<file path="config.mk">
export PLATFORM = sky130hd
export DESIGN_NAME = burst_ram_arbiter
export DESIGN_NICKNAME = d
export VERILOG_FILES = /design/src/rtl/burst_ram_pkg.sv /design/src/rtl/burst_ram_arbiter.sv
export SDC_FILE = /design/constraint.sdc
export NUM_CORES = 1
export LEC_CHECK = 0
export CAP_MARGIN = 0
export CORE_AREA = 2 2 168 170
export DETAILED_ROUTE_END_ITERATION = 16
export DIE_AREA = 0 0 170 172
export GPL_TIMING_DRIVEN = 0
export SYNTH_ARGS = -nofsm -noshare
export SYNTH_HDL_FRONTEND = slang
export SYNTH_SLANG_ARGS = --single-unit
export TNS_END_PERCENT = 20
</file>
<file path="constraint.sdc">
create_clock -name clk -period 1.76 [get_ports clk]
set_input_delay 0.176 -clock clk [delete_from_list [all_inputs] [get_ports clk]]
set_output_delay 0.176 -clock clk [all_outputs]
set_load 0.01 [all_outputs]
</file>
<file path="src/rtl/burst_ram_pkg.sv">
// ---------------------------------------------------------------------------
// burst_ram_pkg
// Shared constants for the BurstRAM client/arbiter family: arbiter state
// encodings, command encodings and the beat/mask widths of a BurstRAM port.
// No ports; imported by burst_ram_arbiter.
// ---------------------------------------------------------------------------
package burst_ram_pkg;

  typedef enum logic [1:0] {
    IDLE  = 2'd0,
    READ  = 2'd1,
    WRITE = 2'd2
  } arb_st_e;

  localparam logic CMD_READ  = 1'b0;
  localparam logic CMD_WRITE = 1'b1;

  localparam int BEAT_W = 64;
  localparam int MASK_W = 8;

endpackage

</file>
<file path="src/rtl/burst_ram_arbiter.sv">
// ---------------------------------------------------------------------------
// burst_ram_arbiter
// Two-client arbiter in front of a single BurstRAM. Each client keeps an
// unchanged BurstRAM-style port. Whole bursts are granted round-robin; the
// command, address, write data and mask are muxed to the RAM, and read beats
// are steered back to the client that owns the current burst.
//
// Ports
//   clk, rst                  system clock, synchronous active-high reset
//   cN_cmd                    in   0 = read, 1 = write
//   cN_cmd_en                 in   command/address valid (only while !cN_busy)
//   cN_addr                   in   burst start address
//   cN_wr_data, cN_data_mask  in   write beat and its byte mask
//   cN_rd_data                out  read beat (broadcast to both clients)
//   cN_rd_data_valid          out  read beat valid, owner only
//   cN_busy                   out  client must not issue a command
//   br_cmd .. br_data_mask    out  command side towards BurstRAM
//   br_rd_data(_valid), br_busy in response side from BurstRAM
// ---------------------------------------------------------------------------
module burst_ram_arbiter
  import burst_ram_pkg::*;
#(
  parameter int DEPTH_BITWIDTH = 4,
  parameter int BURST_COUNT    = 4
) (
  input  logic                      clk,
  input  logic                      rst,
  // client 0
  input  logic                      c0_cmd,
  input  logic                      c0_cmd_en,
  input  logic [DEPTH_BITWIDTH-1:0] c0_addr,
  input  logic [BEAT_W-1:0]         c0_wr_data,
  input  logic [MASK_W-1:0]         c0_data_mask,
  output logic [BEAT_W-1:0]         c0_rd_data,
  output logic                      c0_rd_data_valid,
  output logic                      c0_busy,
  // client 1
  input  logic                      c1_cmd,
  input  logic                      c1_cmd_en,
  input  logic [DEPTH_BITWIDTH-1:0] c1_addr,
  input  logic [BEAT_W-1:0]         c1_wr_data,
  input  logic [MASK_W-1:0]         c1_data_mask,
  output logic [BEAT_W-1:0]         c1_rd_data,
  output logic                      c1_rd_data_valid,
  output logic                      c1_busy,
  // BurstRAM side
  output logic                      br_cmd,
  output logic                      br_cmd_en,
  output logic [DEPTH_BITWIDTH-1:0] br_addr,
  output logic [BEAT_W-1:0]         br_wr_data,
  output logic [MASK_W-1:0]         br_data_mask,
  input  logic [BEAT_W-1:0]         br_rd_data,
  input  logic                      br_rd_data_valid,
  input  logic                      br_busy
);

  // A 1-bit counter is still needed when BURST_COUNT == 2.
  localparam int CNT_W = (BURST_COUNT > 2) ? $clog2(BURST_COUNT) : 1;
  // Reads count every beat; writes count only beats 1..BURST_COUNT-1, since
  // beat 0 travels with cmd_en.
  localparam logic [CNT_W-1:0] CNT_LAST_RD = CNT_W'(BURST_COUNT - 1);
  localparam logic [CNT_W-1:0] CNT_LAST_WR = CNT_W'(BURST_COUNT - 2);

  arb_st_e          r_st, w_st_nxt;
  logic             r_owner, w_owner_nxt;
  logic             r_offer, w_offer_nxt;
  logic [CNT_W-1:0] r_cnt, w_cnt_nxt;

  logic             w_sel;
  logic             w_cmd;
  logic             w_cmd_en_sel;
  logic             w_fwd;
  logic             w_busy0, w_busy1;
  logic             w_vld0, w_vld1;

  // In IDLE the offered client drives the command bus so cmd_en can be
  // forwarded in the same cycle; during a burst the owner drives it.
  assign w_sel        = (r_st == IDLE) ? r_offer : r_owner;
  assign w_cmd        = w_sel ? c1_cmd : c0_cmd;
  assign w_cmd_en_sel = r_offer ? c1_cmd_en : c0_cmd_en;

  assign br_cmd       = w_cmd;
  assign br_addr      = w_sel ? c1_addr      : c0_addr;
  assign br_wr_data   = w_sel ? c1_wr_data   : c0_wr_data;
  assign br_data_mask = w_sel ? c1_data_mask : c0_data_mask;
  assign br_cmd_en    = w_fwd;

  assign c0_rd_data       = br_rd_data;
  assign c1_rd_data       = br_rd_data;
  assign c0_rd_data_valid = w_vld0;
  assign c1_rd_data_valid = w_vld1;
  assign c0_busy          = w_busy0;
  assign c1_busy          = w_busy1;

  always_comb begin
    w_st_nxt    = r_st;
    w_owner_nxt = r_owner;
    w_offer_nxt = r_offer;
    w_cnt_nxt   = r_cnt;
    w_fwd       = 1'b0;
    w_busy0     = 1'b1;
    w_busy1     = 1'b1;
    w_vld0      = 1'b0;
    w_vld1      = 1'b0;

    unique case (r_st)
      IDLE: begin
        w_busy0 = br_busy | r_offer;
        w_busy1 = br_busy | ~r_offer;
        w_fwd   = w_cmd_en_sel & ~br_busy;
        if (w_fwd) begin
          w_owner_nxt = r_offer;
          w_cnt_nxt   = '0;
          w_st_nxt    = (w_cmd == CMD_WRITE) ? WRITE : READ;
        end else if (!br_busy) begin
          // Idle offer alternates so either client waits at most one cycle;
          // it freezes while the RAM is busy (refresh/init).
          w_offer_nxt = ~r_offer;
        end
      end

      READ: begin
        w_vld0 = br_rd_data_valid & ~r_owner;
        w_vld1 = br_rd_data_valid & r_owner;
        if (br_rd_data_valid) begin
          if (r_cnt == CNT_LAST_RD) begin
            w_st_nxt    = IDLE;
            w_offer_nxt = ~r_owner;
          end else begin
            w_cnt_nxt = r_cnt + 1'b1;
          end
        end
      end

      WRITE: begin
        // Owner delivers one beat per cycle, no handshake.
        if (r_cnt == CNT_LAST_WR) begin
          w_st_nxt    = IDLE;
          w_offer_nxt = ~r_owner;
        end else begin
          w_cnt_nxt = r_cnt + 1'b1;
        end
      end

      default: w_st_nxt = IDLE;
    endcase

    if (rst) begin
      w_fwd   = 1'b0;
      w_busy0 = 1'b1;
      w_busy1 = 1'b1;
      w_vld0  = 1'b0;
      w_vld1  = 1'b0;
    end
  end

  always_ff @(posedge clk) begin
    if (rst) begin
      r_st    <= IDLE;
      r_owner <= 1'b0;
      r_offer <= 1'b0;
      r_cnt   <= '0;
    end else begin
      r_st    <= w_st_nxt;
      r_owner <= w_owner_nxt;
      r_offer <= w_offer_nxt;
      r_cnt   <= w_cnt_nxt;
    end
  end

endmodule
</file>
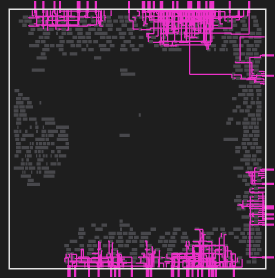
**Above:** run 1 (port wiring).
(1.5 px per um)
Key: magenta = `br_rd_data` [bits 64, direction input, edge 29 north, 25 south, 10 east, end cells 0, buffers 256, wire 3850 um]
IO Port Bufs: 368
Ports: 434

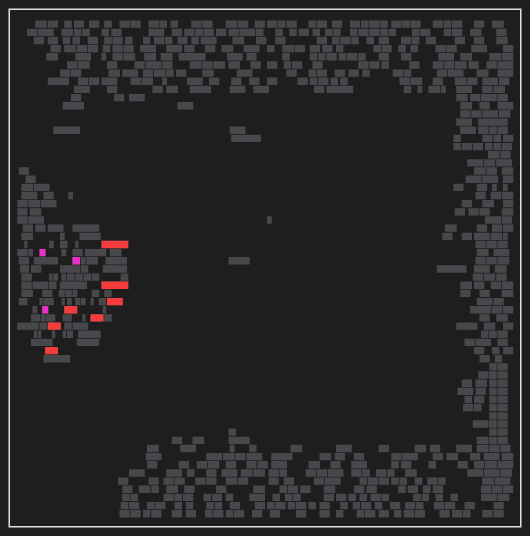
**Above:** run 1 (gate families picked out).
(3 px per um)
Key: red = adder and majority cells [cells 7, most used ha_1, where west]; magenta = AND and OR gates [cells 3]
Post-Layout Cell Count: 1016
most numerous logic cell after layout: clkdlybuf4s50_1
Comb/total area: 0.207

==> flow_metrics.env, run 1 <==
# source this file to load flow results
export IMPL_outcome="finished, violations left"
export IMPL_worstPathArrival_ns=1.97
export IMPL_ctsHoldBuffers=0
export IMPL_floorplan_nets=503
export IMPL_leakagePower_nw=3.39
export IMPL_floorplan_die_width_um=170
export IMPL_ys_area_um2=2390
export IMPL_cp_slowest_stage_delay_ns=0.34
export IMPL_path_buffers=5
export IMPL_fillerInstances=2916
export IMPL_ys_flops=6
export IMPL_n_antenna_cell=0
export IMPL_dr_first_iter_drc_count=47
export IMPL_dr_pass1_iters=4
export IMPL_top_cell_area_share=0.414
export IMPL_dpl_cell_area_um2=6550
export IMPL_finalSetupViolCount=78
export IMPL_warning_count=33
export IMPL_min_path_type="in -> reg"
export IMPL_grtUsageTotal=0.0782
export IMPL_clock_sinks=6
export IMPL_layout_drive_gt1_share=0.503
export IMPL_comb_area_um2=1530
export IMPL_setup_ws_ns=-0.386
export IMPL_start_kind="register"
export IMPL_ant_nets=0
export IMPL_cts_buffers=3
export IMPL_ys_cells=272
export IMPL_clkLatencyLatePin_ns=0.23
export IMPL_synth_avg_cell_area_um2=8.80
export IMPL_violations="setup timing"
export IMPL_vias=3231
export IMPL_cts_resized=385
export IMPL_fin_area_um2=7400
export IMPL_area_growth_pct=209
export IMPL_finalCritPeriodShare=1.22
export IMPL_ys_sh_mux=0.389
export IMPL_syn_inst=272
export IMPL_fin_crit_ns=2.15
export IMPL_r2r_end="r_offer$_SDFFE_PP0P_"
export IMPL_synthXorXnorAreaFrac=0
export IMPL_layout_nets=903
export IMPL_area_leaders="buf_4 (41%), mux2_1 (22%), mux2_2 (15%)"
export IMPL_postCtsSetupBuffers=11
export IMPL_place_gp_congestion=0.762
export IMPL_crit_start="r_st[0]$_SDFFE_PP0P_"
export IMPL_report_final_slew_viol_count=0
export IMPL_crit_top_cell="buf_12"
export IMPL_routedWlPerCell_um=14.2
export IMPL_routed_wl_mm=14.5
export IMPL_via_per_inst=3.18
export IMPL_cts_root_buf="clkbuf_16"
export IMPL_hold_depth=2
export IMPL_antenna_found_initial=0
export IMPL_grt_max_degree=11
export IMPL_ys_top_logic_family="buffers and inverters"
export IMPL_power_density_nw_per_um2=871
export IMPL_crit_slowest_cell="mux2_2"
export IMPL_grt_pass1_vias=2842
export IMPL_crit_family="buffers and inverters"
export IMPL_clock_skew_ns=0.00270
export IMPL_rsz0062_at_grt="yes"
export IMPL_seq_area_um2=123
export IMPL_ys_sh_adder=0.0366
export IMPL_critPathCapture="br_wr_data[50]"
export IMPL_hpwlAfterDp_mm=12.1
export IMPL_end_kind="output port"
export IMPL_max_slew_margin=0.718
export IMPL_cp_max_fo=10
export IMPL_die_area_um2=29200
export IMPL_initCoreUtil=0.0872
export IMPL_yosys_area_share_aoi=0.0418
export IMPL_hold_end="r_owner$_SDFFE_PP0N_"
export IMPL_overflow=0
export IMPL_mostFrequentLayoutCells="clkdlybuf4s50_1 (286), buf_4 (138), buf_6 (74)"
export IMPL_synth_area_um2=2390
export IMPL_required_ns=1.58
export IMPL_dp_cells=986
export IMPL_path_cells="inv_2, ha_4, mux2i_4, buf_12, buf_16, buf_12, mux2_2, buf_2"
export IMPL_vdd_drop_max_v=0.000665
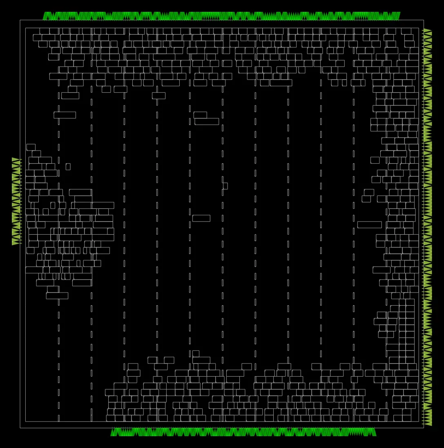
**Above:** run 1 (cell outlines without signal wires).
Rows: 61
Well Taps: 346
Seq/total area: 0.0166
Final Util: 0.269
registers: 6

-- run 1: stage by stage --
step | setup TNS [ns] | power, W
2_1_floorplan | 0 | 0.00231
3_3_place_gp | -57.51 | 0.00437
3_5_place_dp | -58.31 | 0.00437
4_1_cts | -28.89 | 0.00551
5_1_grt | -28.65 | 0.00680
6_report | -24.04 | 0.00645
-- run 1: cells in the mapped netlist --
library cell,count
buf_4,132
clkbuf_1,1
a221oi_1,1
a22oi_1,1
nor2_1,2
ha_1,7
dfxtp_1,6
o21a_1,1
and3_1,1
nand3b_1,1
nand3_1,2
or4_1,1
o31ai_1,1
mux2_2,32
mux2i_4,1
inv_1,5
nor3_1,1
nand2b_1,1
o21ai_1,1
a21o_1,1
a31o_2,1
a21oi_1,4
nand4_1,2
mux2i_1,3
nor3b_2,1
buf_2,4
a211o_1,1
and2_1,1
mux2_1,46
buf_6,1
a22o_1,1
o21ai_0,2
nor3b_1,2
nand2_1,4
-- run 1: where the power goes --
part / total, W / internal (W) / switching, W
sequential: 0.000208 / 0.000182 / 0.0000263
clock: 0.000376 / 0.000292 / 0.0000834
combinational: 0.00586 / 0.00379 / 0.00207
total: 0.00645 / 0.00426 / 0.00218
-- run 1: per-layer routing --
layer,up-vias,global-route usage,share of wire
met5,-,0,0
met2,155,0.151,0.54
met1,1474,0.0942,0.38
li1,1599,-,-
met4,0,0.00669,0.0025
met3,3,0.0121,0.075
-- run 1: state kept, by name (all words and copies together) (netlist names) --
name and count:
r_cnt 2, r_st 2, r_offer 1, r_owner 1
-- run 1: layout make-up --
type                            instances  area share
Timing Repair Buffer                  396       0.554
Multi-Input combinational cell        123       0.207
Buffer                                137       0.150
Tap cell                              346      0.0585
Sequential cell                         6      0.0166
Inverter                                5     0.00254
Clock buffer                            3      0.0101
==> run 2, diff against run 1 <==
- CAP_MARGIN: 0 -> 15
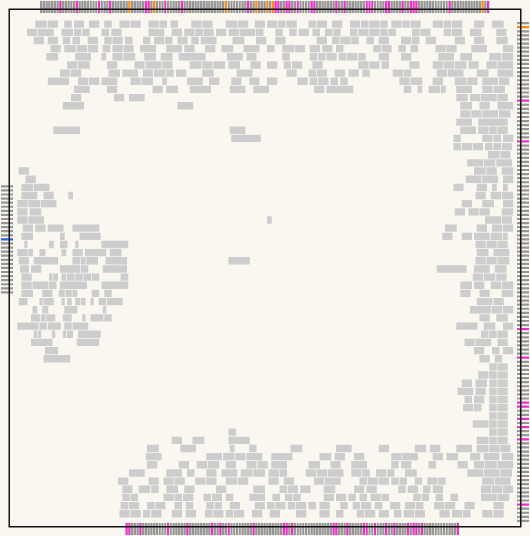
**Above:** run 2 (I/O pins on the die edge).
(3 px per um) Pins as bars across the die edge, other pins in gray.
Key: orange = `c0_data_mask` [pins 8, direction input, edge 7 north, 1 east]; blue = `c0_rd_data_valid` [pins 1, direction output, edge west]; magenta = `br_rd_data` [pins 64, direction input, edge 29 north, 25 south, 10 east]
All pins by edge: 163 north, 123 east, 121 south, 27 west.
width of the die: 170 um
Die Height: 172 um

==> flow_metrics.env, run 2 <==
# source this file to load flow results
export IMPL_violations="setup timing"
export IMPL_met1_usage=0.0942
export IMPL_finalNonFillerCells=1016
export IMPL_end_kind="output port"
export IMPL_synth_area_um2=2390
export IMPL_worstPathArrival_ns=1.97
export IMPL_power_total_w=0.00645
export IMPL_antenna_found_initial=0
export IMPL_routedWlPerCell_um=14.2
export IMPL_netlist_top_cells_count="buf_4 (132), mux2_1 (46), mux2_2 (32)"
export IMPL_area_growth_pct=209
export IMPL_setup_ws_ns=-0.386
export IMPL_hold_end="r_owner$_SDFFE_PP0N_"
export IMPL_ant_nets=0
export IMPL_async_flop_share=0
export IMPL_met3RoutedLength_mm=1.08
export IMPL_hold_depth=2
export IMPL_syn_inst=272
export IMPL_grt_pass1_vias=2842
export IMPL_ctsHoldBuffers=0
export IMPL_numPortBuffers=368
export IMPL_edf_count=0
export IMPL_via_per_inst=3.18
export IMPL_n_antenna_cell=0
export IMPL_dr_pass1_iters=4
export IMPL_vias=3231
export IMPL_path_buffers=5
export IMPL_top_cell_area_share=0.414
export IMPL_ys_flops=6
export IMPL_path_cells="inv_2, ha_4, mux2i_4, buf_12, buf_16, buf_12, mux2_2, buf_2"
export IMPL_grt_busiest_layer="met2"
export IMPL_crit_slowest_cell="mux2_2"
export IMPL_initCoreUtil=0.0872
export IMPL_overflow=0
export IMPL_synth_top_cell_by_count="buf_4"
export IMPL_report_final_slew_viol_count=0
export IMPL_leakagePower_nw=3.39
export IMPL_clkLatencyLatePin_ns=0.23
export IMPL_clock_sinks=6
export IMPL_crit_start="r_st[0]$_SDFFE_PP0P_"
export IMPL_min_path_type="in -> reg"
export IMPL_critPathCapture="br_wr_data[50]"
export IMPL_clock_skew_ns=0.00270
export IMPL_synth_avg_cell_area_um2=8.80
export IMPL_place_gp_congestion=0.762
export IMPL_warning_count=33
export IMPL_layout_nets=903
export IMPL_finalSetupViolCount=78
export IMPL_outcome="finished, violations left"
export IMPL_flop_cell="dfxtp_1"
[run 2: cell counts after synthesis]
No cell type changed its count.
[run 2: per-stage QoR]
| stage | setup slack, ns | TNS (ns) | cell area (um^2) | utilization |
|---|---|---|---|---|
| floorplan | 0.0130 | 0 | 2430 | - |
| global placement | -0.891 | -57.51 | 6550 | 0.238 |
| detailed placement | -0.913 | -58.31 | 6550 | 0.238 |
| CTS | -0.532 | -28.89 | 6940 | 0.253 |
| global route | -0.450 | -28.65 | 7400 | 0.269 |
| finish | -0.386 | -24.04 | 7400 | 0.269 |
[run 2: where the power goes]
part	internal, W	leakage (nW)	total (W)	switching [W]
Clock	0.000292	0.0370	0.000376	0.0000834
Combinational	0.00379	3.31	0.00586	0.00207
Sequential	0.000182	0.0498	0.000208	0.0000263
Total	0.00426	3.39	0.00645	0.00218
[run 2: timing repair]
action / CTS / global route
cloned: 2 / 3
gates resized: 385 / 119
setup endpoints to repair: 84 / 83
pin swaps: 1 / 1
buffers inserted: 11 / 12
[run 2: final cells by class]
class	count	area [um^2]	share of cell area
Multi-Input combinational cell	123	1530	0.207
Tap cell	346	433	0.0585
Sequential cell	6	123	0.0166
Buffer	137	1110	0.150
Inverter	5	18.8	0.00254
Clock buffer	3	75.1	0.0101
Timing Repair Buffer	396	4100	0.554
[run 2: kinds of logic (layout without fill, tap and decap cells)]
kind of cell / after synthesis / count (layout) / share of synthesized area
adders and majority gates: 7 / 7 / 0.0366
buffers and inverters: 143 / 541 / 0.436
muxes: 82 / 82 / 0.389
and+or+nand+nor: 19 / 19 / 0.0465
DFF: 6 / 6 / 0.0502
AOI/OAI and AO/OA: 15 / 15 / 0.0418
==> run 3, diff against run 2 <==
- PLACE_DENSITY: unset -> 0.53
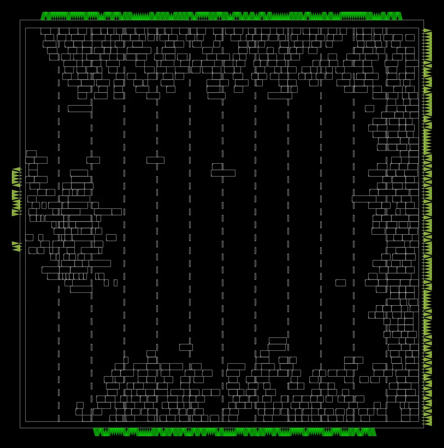
**Above:** run 3 (cell outlines without signal wires).
FILL cells: 2903
Post-Layout Cell Count: 1012
Final Util: 0.271
core area: 27500 um^2
Seq/total area: 0.0165

==> flow_metrics.env, run 3 <==
# source this file to load flow results
export IMPL_flop_cell="dfxtp_1"
export IMPL_cp_max_fo=8
export IMPL_power_leader="combinational logic"
export IMPL_min_path_type="in -> reg"
export IMPL_ys_cells=272
export IMPL_hold_depth=2
export IMPL_fin_crit_ns=2.17
export IMPL_cts_buffers=3
export IMPL_met3RoutedLength_mm=1.01
export IMPL_report_final_slew_viol_count=0
export IMPL_grt_max_degree=11
export IMPL_rsz0062_at_grt="yes"
export IMPL_met1_length_mm=5.89
export IMPL_synth_avg_cell_area_um2=8.80
export IMPL_cp_slowest_stage_delay_ns=0.33
export IMPL_syn_inst=272
export IMPL_mostFrequentLayoutCells="clkdlybuf4s50_1 (286), buf_4 (135), buf_6 (75)"
export IMPL_lay_top_count="clkdlybuf4s50_1"
export IMPL_worstPathArrival_ns=2.00
export IMPL_setup_tns_ns=-23.75
export IMPL_synth_top_cell_by_count="buf_4"
export IMPL_overflow=0
export IMPL_vias=3229
export IMPL_floorplan_nets=503
export IMPL_floorplan_die_width_um=170
export IMPL_initCoreUtil=0.0872
export IMPL_met3_usage=0.0114
export IMPL_combPwrFrac=0.910
export IMPL_r2r_end="r_offer$_SDFFE_PP0P_"
export IMPL_ctsHoldBuffers=0
export IMPL_clock_skew_ns=0.000793
export IMPL_seq_area_um2=123
export IMPL_hold_path_startpoint="rst"
export IMPL_path_buffers=6
export IMPL_placementRows=61
export IMPL_p_clk_w=0.000376
export IMPL_top_layer="met4"
export IMPL_power_total_w=0.00656
export IMPL_met1_usage=0.107
export IMPL_dr_first_iter_drc_count=78
export IMPL_area_growth_pct=211
export IMPL_switchingPower_w=0.00225
export IMPL_powerComb_w=0.00597
export IMPL_crit_family="buffers and inverters"
export IMPL_cts_root_buf="clkbuf_16"
export IMPL_dieHeight_um=172
export IMPL_start_kind="register"
export IMPL_required_ns=1.58
export IMPL_n_antenna_cell=0
export IMPL_finalCritPeriodShare=1.23
export IMPL_top_regs="r_cnt (2), r_st (2)"
export IMPL_routedWlPerCell_um=15.4
export IMPL_layout_drive_gt1_share=0.492
export IMPL_top_cell_area_share=0.414
export IMPL_antenna_found_initial=0
export IMPL_routed_wl_mm=15.6
export IMPL_grt_busiest_layer="met2"
export IMPL_finalSetupViolCount=77
export IMPL_violations="setup timing"
export IMPL_leakagePower_nw=3.42
export IMPL_async_flop_share=0
export IMPL_hpwlAfterDp_mm=12.9
export IMPL_drc=0
export IMPL_dr_wl_met2_mm=8.64
export IMPL_ant_nets=0
export IMPL_die_area_um2=29200
export IMPL_num_io_pins=434
export IMPL_grt_pass1_vias=3070
export IMPL_power_sequential_w=0.000215
export IMPL_clock_sinks=6
export IMPL_edf_count=0
export IMPL_setup_ws_ns=-0.411
export IMPL_vdd_drop_max_v=0.000518
export IMPL_switching_share=0.342
export IMPL_max_slew_margin=0.680
export IMPL_dr_pass1_iters=4
export IMPL_p_clk_frac=0.057
export IMPL_place_gp_congestion=0.739
export IMPL_numPortBuffers=368
export IMPL_comb_area_um2=1550
export IMPL_end_kind="output port"
export IMPL_dp_cells=986
export IMPL_outcome="finished, violations left"
export IMPL_area_leaders="buf_4 (41%), mux2_1 (22%), mux2_2 (15%)"
export IMPL_via_per_inst=3.19
export IMPL_crit_slowest_cell="dfxtp_2"
export IMPL_grtUsageTotal=0.0886
export IMPL_path_cells="inv_4, ha_4, mux2i_4, buf_12, buf_16, buf_12, buf_16, mux2_4, buf_6"
run 3: cell counts after synthesis:
Identical to the previous run, type by type.
run 3: logic make-up after synthesis:
group / share of synthesized area
buffers and inverters: 0.436
flip-flops: 0.0502
adder cells (fa/ha/maj): 0.0366
multiplexers: 0.389
AND-OR/OR-AND: 0.0418
AND/OR/NAND/NOR: 0.0465
run 3: per-stage QoR:
stage | hold slack, ns | setup WS (ns) | util | instance area (um^2)
global route | 0.404 | -0.477 | 0.271 | 7440
floorplan | 0.402 | 0.0130 | - | 2430
global placement | 0.513 | -0.843 | 0.238 | 6550
CTS | 0.359 | -0.433 | 0.270 | 7420
finish | 0.352 | -0.411 | 0.271 | 7440
detailed placement | 0.512 | -0.839 | 0.238 | 6550
run 3: final cells by class:
| type | count | area share |
|---|---|---|
| multi-input cells | 123 | 0.208 |
| clock buffers | 3 | 0.0101 |
| inverters | 5 | 0.00286 |
| repair buffers | 391 | 0.553 |
| plain buffers | 138 | 0.151 |
| flip-flops and latches | 6 | 0.0165 |
| well taps | 346 | 0.0582 |
run 3: worst max path at each step:
stage | start | end | depth (start not counted)
2_1_floorplan | r_st[0]$_SDFFE_PP0P_ | br_wr_data[29] | 6
3_3_place_gp | r_st[0]$_SDFFE_PP0P_ | br_wr_data[36] | 7
3_5_place_dp | r_st[0]$_SDFFE_PP0P_ | br_wr_data[36] | 7
4_1_cts | r_st[0]$_SDFFE_PP0P_ | br_wr_data[58] | 9
5_1_grt | r_st[0]$_SDFFE_PP0P_ | br_wr_data[52] | 9
6_report | r_st[0]$_SDFFE_PP0P_ | br_wr_data[53] | 9
run 3: timing repair:
action,in CTS,in global routing
pin swaps,1,5
setup endpoints to repair,83,81
cloned,8,0
resized,495,21
setup buffers,16,3
Power figures rest on the tool's default switching activity, not on a simulated workload.
